run_1/congestion.png
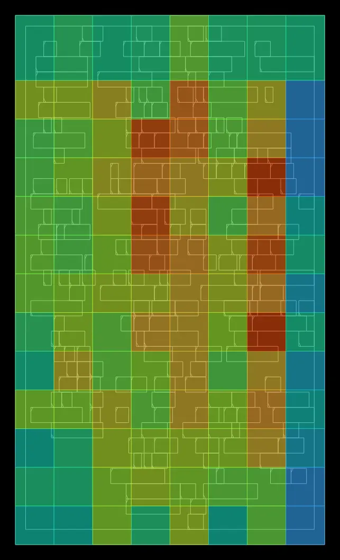
run_1/clk_routes.png
Drawn at 8 px/um.
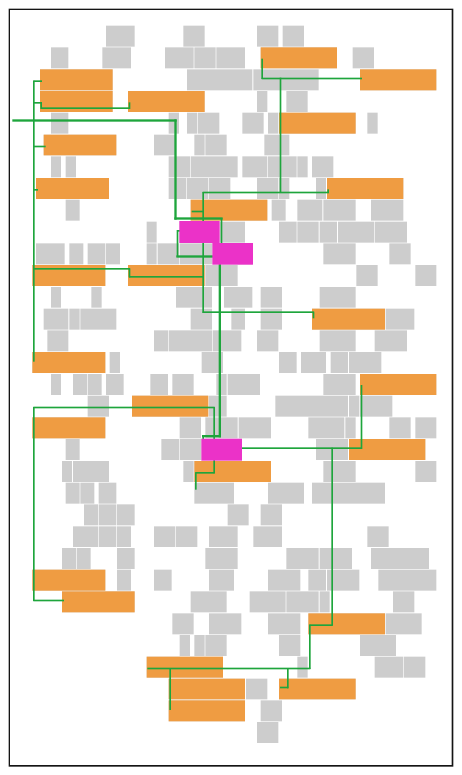
run_1/power_grid.png
Drawn at 4 px/um. Pins as bars on the die edge.
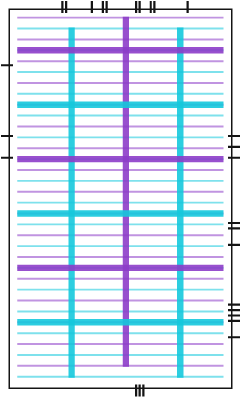
<file path="src/rtl/usb_crc_pkg.sv">
`default_nettype none
// ============================================================================
//  Module      : usb_crc_pkg
//  Description : Shared types and constants for the USB serial CRC engine.
//                Holds the engine state encoding plus the CRC5 (token) and
//                CRC16 (data) polynomials and their good-frame residuals.
//  Revision    : 1.0 - initial release
// ============================================================================
package usb_crc_pkg;

   // Engine state encoding
   typedef enum logic [1:0] {
      IDLE  = 2'd0,
      ACCUM = 2'd1,
      SEND  = 2'd2,
      DONE  = 2'd3
   } crc_state_t;

   // Generator polynomials without the implicit x^WIDTH term
   localparam logic [4:0]  CRC5_POLY      = 5'h05;
   localparam logic [15:0] CRC16_POLY     = 16'h8005;

   // Register contents after a good frame followed by its complemented CRC
   localparam logic [4:0]  CRC5_RESIDUAL  = 5'h0C;
   localparam logic [15:0] CRC16_RESIDUAL = 16'h800D;

endpackage : usb_crc_pkg
`default_nettype wire

</file>
<file path="src/rtl/crc_lfsr_step.sv">
`default_nettype none
// ============================================================================
//  Module      : crc_lfsr_step
//  Description : Combinational one-bit CRC update. Given the current register
//                and one serial bit (MSB-first shift, Galois form), produces
//                the next register value.
//  Revision    : 1.0 - initial release
// ============================================================================
module crc_lfsr_step
   import usb_crc_pkg::*;
#(
   parameter int               WIDTH = 16,
   parameter logic [WIDTH-1:0] POLY  = WIDTH'(CRC16_POLY)
) (
   input  logic [WIDTH-1:0] i_crc,
   input  logic             i_bit,
   output logic [WIDTH-1:0] o_crc
);

   logic w_fb;

   // Feedback is the incoming bit against the register MSB about to leave
   assign w_fb  = i_bit ^ i_crc[WIDTH-1];
   assign o_crc = {i_crc[WIDTH-2:0], 1'b0} ^ (w_fb ? POLY : {WIDTH{1'b0}});

endmodule : crc_lfsr_step
`default_nettype wire

</file>
<file path="src/rtl/crc_serial_engine.sv">
`default_nettype none
// ============================================================================
//  Module      : crc_serial_engine
//  Description : Parametrised serial CRC generator/checker for USB TX and RX.
//                TX: accumulate the bit stream, then on send_req shift out the
//                complemented remainder MSB-first under a tx_ready handshake.
//                RX: accumulate payload plus received CRC; crc_ok flags that
//                the register holds the good-frame residual.
//  Revision    : 1.0 - initial release
// ============================================================================
module crc_serial_engine
   import usb_crc_pkg::*;
#(
   parameter int               WIDTH    = 16,
   parameter logic [15:0]      POLY     = CRC16_POLY,
   parameter logic [WIDTH-1:0] INIT     = {WIDTH{1'b1}},
   parameter logic [15:0]      RESIDUAL = CRC16_RESIDUAL
) (
   input  logic             clk,
   input  logic             n_rst,
   input  logic             clear,
   input  logic             data_in,
   input  logic             data_valid,
   input  logic             send_req,
   input  logic             tx_ready,
   output logic [WIDTH-1:0] crc_value,
   output logic             crc_ser,
   output logic             crc_ser_valid,
   output logic             crc_done,
   output logic             crc_ok
);

   localparam int               CW     = $clog2(WIDTH + 1);
   localparam logic [CW-1:0]    C_LAST = CW'(WIDTH - 1);
   localparam logic [WIDTH-1:0] C_POLY = POLY[WIDTH-1:0];
   localparam logic [WIDTH-1:0] C_RES  = RESIDUAL[WIDTH-1:0];

   crc_state_t       r_state;
   logic [WIDTH-1:0] r_crc;
   logic [CW-1:0]    r_count;
   logic             r_valid;
   logic             r_done;
   logic             r_ok;

   crc_state_t       w_state_nxt;
   logic [WIDTH-1:0] w_crc_nxt;
   logic [CW-1:0]    w_count_nxt;
   logic [WIDTH-1:0] w_step;

   crc_lfsr_step #(
      .WIDTH (WIDTH),
      .POLY  (C_POLY)
   ) u_step (
      .i_crc (r_crc),
      .i_bit (data_in),
      .o_crc (w_step)
   );

   // Next-state, next-register and next-count decode for the engine
   always_comb begin
      w_state_nxt = r_state;
      w_crc_nxt   = r_crc;
      w_count_nxt = r_count;
      case (r_state)
         IDLE, ACCUM: begin
            // A bit arriving with send_req is absorbed before shift-out
            if (data_valid) begin
               w_crc_nxt = w_step;
            end
            if (send_req) begin
               w_state_nxt = SEND;
            end else if (data_valid) begin
               w_state_nxt = ACCUM;
            end
         end
         SEND: begin
            // Without tx_ready everything holds; there is no timeout
            if (tx_ready) begin
               w_crc_nxt   = {r_crc[WIDTH-2:0], 1'b0};
               w_count_nxt = r_count + CW'(1);
               if (r_count == C_LAST) begin
                  w_state_nxt = DONE;
               end
            end
         end
         DONE: begin
            w_crc_nxt   = INIT;
            w_count_nxt = '0;
            w_state_nxt = IDLE;
         end
         default: begin
            w_state_nxt = IDLE;
            w_crc_nxt   = INIT;
            w_count_nxt = '0;
         end
      endcase
   end

   // State, CRC register, counter and registered status outputs
   always_ff @(posedge clk or negedge n_rst) begin
      if (!n_rst) begin
         r_state <= IDLE;
         r_crc   <= INIT;
         r_count <= '0;
         r_valid <= 1'b0;
         r_done  <= 1'b0;
         r_ok    <= 1'b0;
      end else if (clear) begin
         r_state <= IDLE;
         r_crc   <= INIT;
         r_count <= '0;
         r_valid <= 1'b0;
         r_done  <= 1'b0;
         r_ok    <= (INIT == C_RES);
      end else begin
         r_state <= w_state_nxt;
         r_crc   <= w_crc_nxt;
         r_count <= w_count_nxt;
         r_valid <= (w_state_nxt == SEND);
         r_done  <= (w_state_nxt == DONE);
         // Compared on the next value so crc_ok always tracks crc_value
         r_ok    <= (w_crc_nxt == C_RES);
      end
   end

   assign crc_value     = r_crc;
   assign crc_ser       = ~r_crc[WIDTH-1];
   assign crc_ser_valid = r_valid;
   assign crc_done      = r_done;
   assign crc_ok        = r_ok;

endmodule : crc_serial_engine
`default_nettype wire
</file>
<file path="config.mk">
export PLATFORM = sky130hd
export DESIGN_NAME = crc_serial_engine
export DESIGN_NICKNAME = d
export VERILOG_FILES = /design/src/rtl/usb_crc_pkg.sv /design/src/rtl/crc_lfsr_step.sv /design/src/rtl/crc_serial_engine.sv
export SDC_FILE = /design/constraint.sdc
export NUM_CORES = 1
export LEC_CHECK = 0
export CELL_PAD_IN_SITES_DETAIL_PLACEMENT = 0
export CELL_PAD_IN_SITES_GLOBAL_PLACEMENT = 2
export CORE_ASPECT_RATIO = 1.75
export CORE_MARGIN = 1.5
export CORE_UTILIZATION = 33
export DETAILED_ROUTE_END_ITERATION = 6
export PLACE_DENSITY_LB_ADDON = 0.12
export SKIP_LAST_GASP = 1
export SYNTH_ARGS = -nofsm -noshare
export SYNTH_HDL_FRONTEND = slang
export SYNTH_SLANG_ARGS = --single-unit
</file>
<file path="constraint.sdc">
create_clock -name clk -period 2 [get_ports clk]
set_clock_uncertainty 0.05 [all_clocks]
set_input_delay 0.4 -clock clk [delete_from_list [all_inputs] [get_ports clk]]
set_output_delay 0.4 -clock clk [all_outputs]
set_load 0.05 [all_outputs]
</file>
==> flow_metrics.tcl, run 1 <==
# collected from the flow reports
set metrics [dict create \
    cp-startpoint "r_state[1]" \
    clockBufferDepth 2 \
    whs_ns 0.440 \
    pwr-share-comb_pct 24.3 \
    path_cells "nor2b_1 > buf_4 > a22oi_1 > nor4_1 > and4_1" \
    syn_to_final_growth_pct 39.8 \
    topCellsByArea "dfstp_2, dfrtp_1, mux2_2, o22ai_1, nand2_1" \
    lay_top_count "buf_4" \
    peakVddDrop_uv 356 \
    path_depth 5 \
    gp_congestion 0.713 \
    p_seq_share_pct 46.8 \
    crit_type "flop to flop" \
    relSlewSlack_pct 65.1 \
    rows 33 \
    grt_usage_pct 16.5 \
    grt_pass1_vias 1349 \
    end_kind "flop" \
    final_cells 253 \
    ys_sh_adder_pct 1.59 \
    vias 1344 \
    n_fill_cell 460 \
    cap_violations 0 \
    power_mw 1.23 \
    rr_endpoint "crc_ok" \
    simple_gate_area_share_pct 15.5 \
    antenna_found_initial 0 \
    dp_hpwl_um 2930 \
    p_sw_share_pct 30.0 \
    drive_gt1_share_pct 51.2 \
    setup_viol 0 \
    cts_num_sinks 26 \
    synthTopLogicFamily "multiplexers" \
    die-area_mm2 0.00521 \
    syn_area_mm2 0.00158 \
    cp_top_family "simple AND/OR/NAND/NOR gates" \
    cp_num_buf_inv 1 \
    hold_buffers 0 \
    clk_pin_slew_ns 0.10 \
    firstDrtPassIters 4 \
    tritoncts "done" \
    critPathLaunchType "flop" \
    reg2reg_depth 5 \
    layout_top_cells "buf_4, mux2_2, dfstp_2" \
    grtUsageMet1_pct 18.9 \
    synth-async-reset-ratio_pct 100 \
    worstMarginPinSlew_ns 0.523 \
    finalCritPeriodShare_pct 93.3 \
    antenna_cells 0 \
    ys_cells 153 \
    edf_count 0 \
    grt_overflow_total 0 \
    muxShareOfSynthArea_pct 18.9 \
    worstPathArrival_ns 2.04 \
    synthesis.nets 162 \
    port_buffers 26 \
    core_mm2 0.00462 \
    pwr_density_cell_mw_per_mm2 560 \
    synth_cell_types 37 \
    intPower_mw 0.863 \
    min_path_type "input port to asynchronous set/reset pin" \
    cts-htree-levels 1 \
    syn_inst 153 \
    compound_area_share_pct 12.8 \
    grt_use_met3_pct 2.05 \
    path_max_fanout 15 \
    crit_end "crc_ok" \
    p_sw_mw 0.370 \
    pwr-share-clk_pct 28.9 \
    place_area_mm2 0.00199 \
    tool_warnings 26 \
    first_iter_violations 19 \
    yosysSeqAreaShare_pct 42.6 \
    insertion_delay_ns 0.28 \
    grt_pass1_wl_um 6750 \
    fp_util_pct 34.1 \
    cp_slowest_cell "dfrtp_1" \
    yosys.area.top_type "dfstp_2" \
    yosys_area_mm2 0.00158 \
    max_clock_freq_mhz 536 \
    hold_viol_final 0 \
    run_status "finished clean" \
    grt_start_max_net_pins 27 \
    worst_ep_required_time_ns 2.17 \
    drc 0 \
]
-- congestion.png (at the start) --
gr busiest metal: met2
met2 Track Usage GR: 32.2%
DR WL/cell: 17.2 um

-- clk_routes.png (at the start) --
Green is clock wires, length 380 um. Magenta is clock drivers, count 3. Orange is flip-flops, count 26.
There are 4 routed clock nets.

-- power_grid.png (at the start) --
Cyan is VSS. Purple is VDD.
34 met1 rails follow the rows. 27 signal pins sit on the boundary.

-- run 1: timing repair --
action / 4_1_cts / 5_1_grt
resized: 1 / 14
setup buffers: 0 / 4
gates cloned: 0 / 2
pin swaps: 0 / 3
setup endpoints to repair: 1 / 2
-- run 1: per-layer routing --
metal  wire (um)  share of wire, %
met5           0                 0
met4          34              0.78
met3         127               2.9
met2        2480                57
met1        1700                39
-- run 1: registers in the layout (all words and copies together) (netlist names) --
signal / flops
crc_value: 16
r_count: 5
crc_ser_valid: 1
crc_done: 1
r_state: 2
crc_ok: 1
-- run 1: stage by stage --
stage / setup TNS (ns) / util, %
after detailed placement: -0.632 / 42.9
after global routing: 0 / 47.6
after global placement: -0.616 / 42.9
after CTS: 0 / 44.3
after floorplan: 0 / -
final: 0 / 47.6
-- run 1: cell usage after synthesis, drive strengths merged (2+ instances only) --
library cell and n:
nand3 2, o21ai 3, a32oi 2, inv 5
o22ai 11, nand4 3, nor2b 4, dfstp 16
buf 9, a21oi 9, nor2 8, ha 2
nand4b 2, clkbuf 3, or2 2, dfrtp 10
nand2 14, xor2 2, nor3 2, mux2 22
mux2i 5, nand2b 3, nand3b 2
-- run 1: power by group through the flow --
stage          sequential (mW)  combinational, mW  clock, mW
6_report                 0.577              0.300      0.356
4_1_cts                  0.576              0.272      0.373
2_1_floorplan            0.614              0.129          0
5_1_grt                  0.580              0.322      0.384
3_5_place_dp             0.585              0.270          0
3_3_place_gp             0.585              0.269          0
-- run 1: area by class of cell --
type | count | area, um2 | area share (%)
Multi-Input combinational cell | 110 | 881 | 40.0
Tap cell | 52 | 65.1 | 2.95
Timing Repair Buffer | 56 | 512 | 23.2
Inverter | 5 | 18.8 | 0.852
Sequential cell | 26 | 671 | 30.5
Clock buffer | 4 | 55.1 | 2.50
## Run 2: what changed since run 1
--- a/config.mk
+++ b/config.mk
@@ -11,7 +11,7 @@
 export CORE_MARGIN = 1.5
 export CORE_UTILIZATION = 33
 export DETAILED_ROUTE_END_ITERATION = 6
-export PLACE_DENSITY_LB_ADDON = 0.12
+export PLACE_DENSITY_LB_ADDON = 0.1
 export SKIP_LAST_GASP = 1
 export SYNTH_ARGS = -nofsm -noshare
 export SYNTH_HDL_FRONTEND = slang
==> run 2 against run 1 <==
First-iteration DRC count rose by 84%; setup slack worse by 0.080 ns; die area unchanged; wire length shrank 4.6%; final area down 3.7%; via count is 1.5% lower; synthesized area is the same; hold slack got worse by 0.0084 ns; global-route usage decreased by 0.30 points; core utilization decreased by 1.8 points; clock power grew 24%.
==> flow_metrics.tcl, run 2 <==
# collected from the flow reports
set metrics [dict create \
    synth_cell_types 37 \
    first_iter_violations 35 \
    run_status "finished clean" \
    drc 0 \
    n_fill_cell 484 \
    rr_endpoint "crc_ok" \
    fin_tns_setup_ns 0 \
    die-area_mm2 0.00521 \
    syn_area_mm2 0.00158 \
    yosys.area.top_type "dfstp_2" \
    peakVddDrop_uv 444 \
    grt_pass1_vias 1337 \
    grt_start_max_net_pins 27 \
    relSlewSlack_pct 67.1 \
    cap_violations 0 \
    topCellsByArea "dfstp_2, dfrtp_1, mux2_2, o22ai_1, nand2_1" \
    whs_ns 0.432 \
    hold_buffers 0 \
    antenna_cells 0 \
    lay_top_count "buf_4" \
    layout_top_cells "buf_4, mux2_2, dfstp_2" \
    reg2reg_depth 5 \
    syn_to_final_growth_pct 34.6 \
    syn_inst 153 \
    yosysSeqAreaShare_pct 42.6 \
    setup_viol 0 \
    min_path_type "input port to asynchronous set/reset pin" \
    clk_pin_slew_ns 0.10 \
    place_area_mm2 0.00196 \
    grt_overflow_total 0 \
    grt_pass1_wl_um 6610 \
    wl_met2_um 2360 \
    critPathLaunchType "input port" \
    worstPathArrival_ns 2.07 \
    vias 1324 \
    dr_wl_met3_um 116 \
    drive_gt1_share_pct 48.2 \
    max_clock_freq_mhz 514 \
    cts_num_sinks 26 \
    hold_viol_final 0 \
    synthesis.nets 162 \
    syn_area_per_cell_um2 10.3 \
    routed.top_layer "met4" \
    cts-htree-levels 1 \
    path_max_fanout 16 \
    grt_usage_pct 16.2 \
    edf_count 0 \
    post-route-util_pct 45.9 \
    largest_register_ffs 16 \
    antenna_found_initial 0 \
    gp_congestion 0.766 \
    synthTopCellsByCount "mux2_2, dfstp_2, nand2_1" \
    synth-async-reset-ratio_pct 100 \
    insertion_delay_ns 0.28 \
    end_kind "flop" \
    tool_warnings 26 \
    wl_met1_um 1580 \
    core_mm2 0.00462 \
    dp_hpwl_um 3020 \
    pwr_density_cell_mw_per_mm2 611 \
    yosys_area_mm2 0.00158 \
    crit_type "input port to flop" \
    fp_util_pct 34.1 \
    rows 33 \
]
## run 2: per-layer routing
metal,global-route usage (%),vias to the layer above
met5,0,-
met4,5.69,0
met3,1.78,7
met2,32.0,22
met1,17.4,652
li1,-,643
## run 2: cells by family (layout without fill, tap and decap cells)
kind of cell,count (synthesis),count (layout),synth area share (%)
xor+xnor,3,3,2.54
mux,27,27,18.9
fa+ha+maj,2,2,1.59
flops,26,26,42.6
buf+inv,17,63,6.12
compound gates,31,31,12.8
simple gates,47,47,15.5
## run 2: worst max-delay path, stage by stage
cell and delay, ns:
clkdlybuf4s50_1 0.50, buf_12 0.16, nor2b_1 0.23, a21oi_1 0.07, a222oi_1 0.41, nor4_1 0.10, and4_1 0.20
## run 2: timing repair
action / 4_1_cts / 5_1_grt
gates resized: 0 / 6
endpoints found under the setup margin: 0 / 1
buffers inserted: 0 / 8
endpoints found under the hold margin: 0 / 0
## run 2: area by class of cell
type	instances	area (um2)	area share (%)
clock inverter	1	30.0	1.42
tap	52	65.1	3.07
clock buffer	3	41.3	1.95
sequential	26	671	31.6
timing repair buffer	54	453	21.4
inverter	5	18.8	0.885
multi-input combinational	110	842	39.7
## run 2: where the power goes
group	switching [mW]	internal (mW)	total (mW)
logic	0.157	0.124	0.281
registers	0.0244	0.550	0.574
clock network	0.174	0.268	0.442
## run 2: worst max-delay path by stage
stage / startpoint / endpoint / slack [ns]
floorplan: crc_value[15] / crc_ok / 0.13
global placement: data_valid / crc_ok / -0.28
detailed placement: data_valid / crc_ok / -0.30
CTS: data_valid / crc_ok / 0.003
global route: data_valid / crc_ok / -0.01
finish: data_valid / crc_ok / 0.05
run_2/flops_by_reg.png
Drawn at 6 px/um.
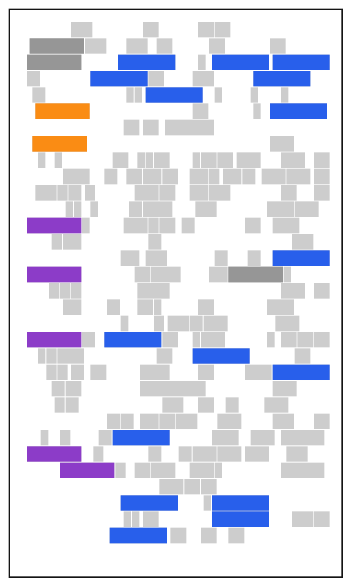
Blue is `crc_value`, placed flops 16. Orange is `r_state`, placed flops 2. Purple is `r_count`, placed flops 5.

run_2/placement_by_type.png
Drawn at 6 px/um. Fill, decap, tap and diode cells in gray.
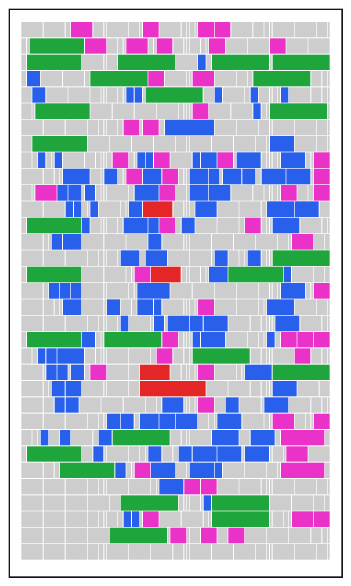
Red is clock drivers and dummy loads, cells 4. Magenta is remaining buffers and delay cells, cells 54. Blue is combinational and other logic, cells 115. Green is sequential cells, cells 26.

Power and IR drop assume default switching activity.
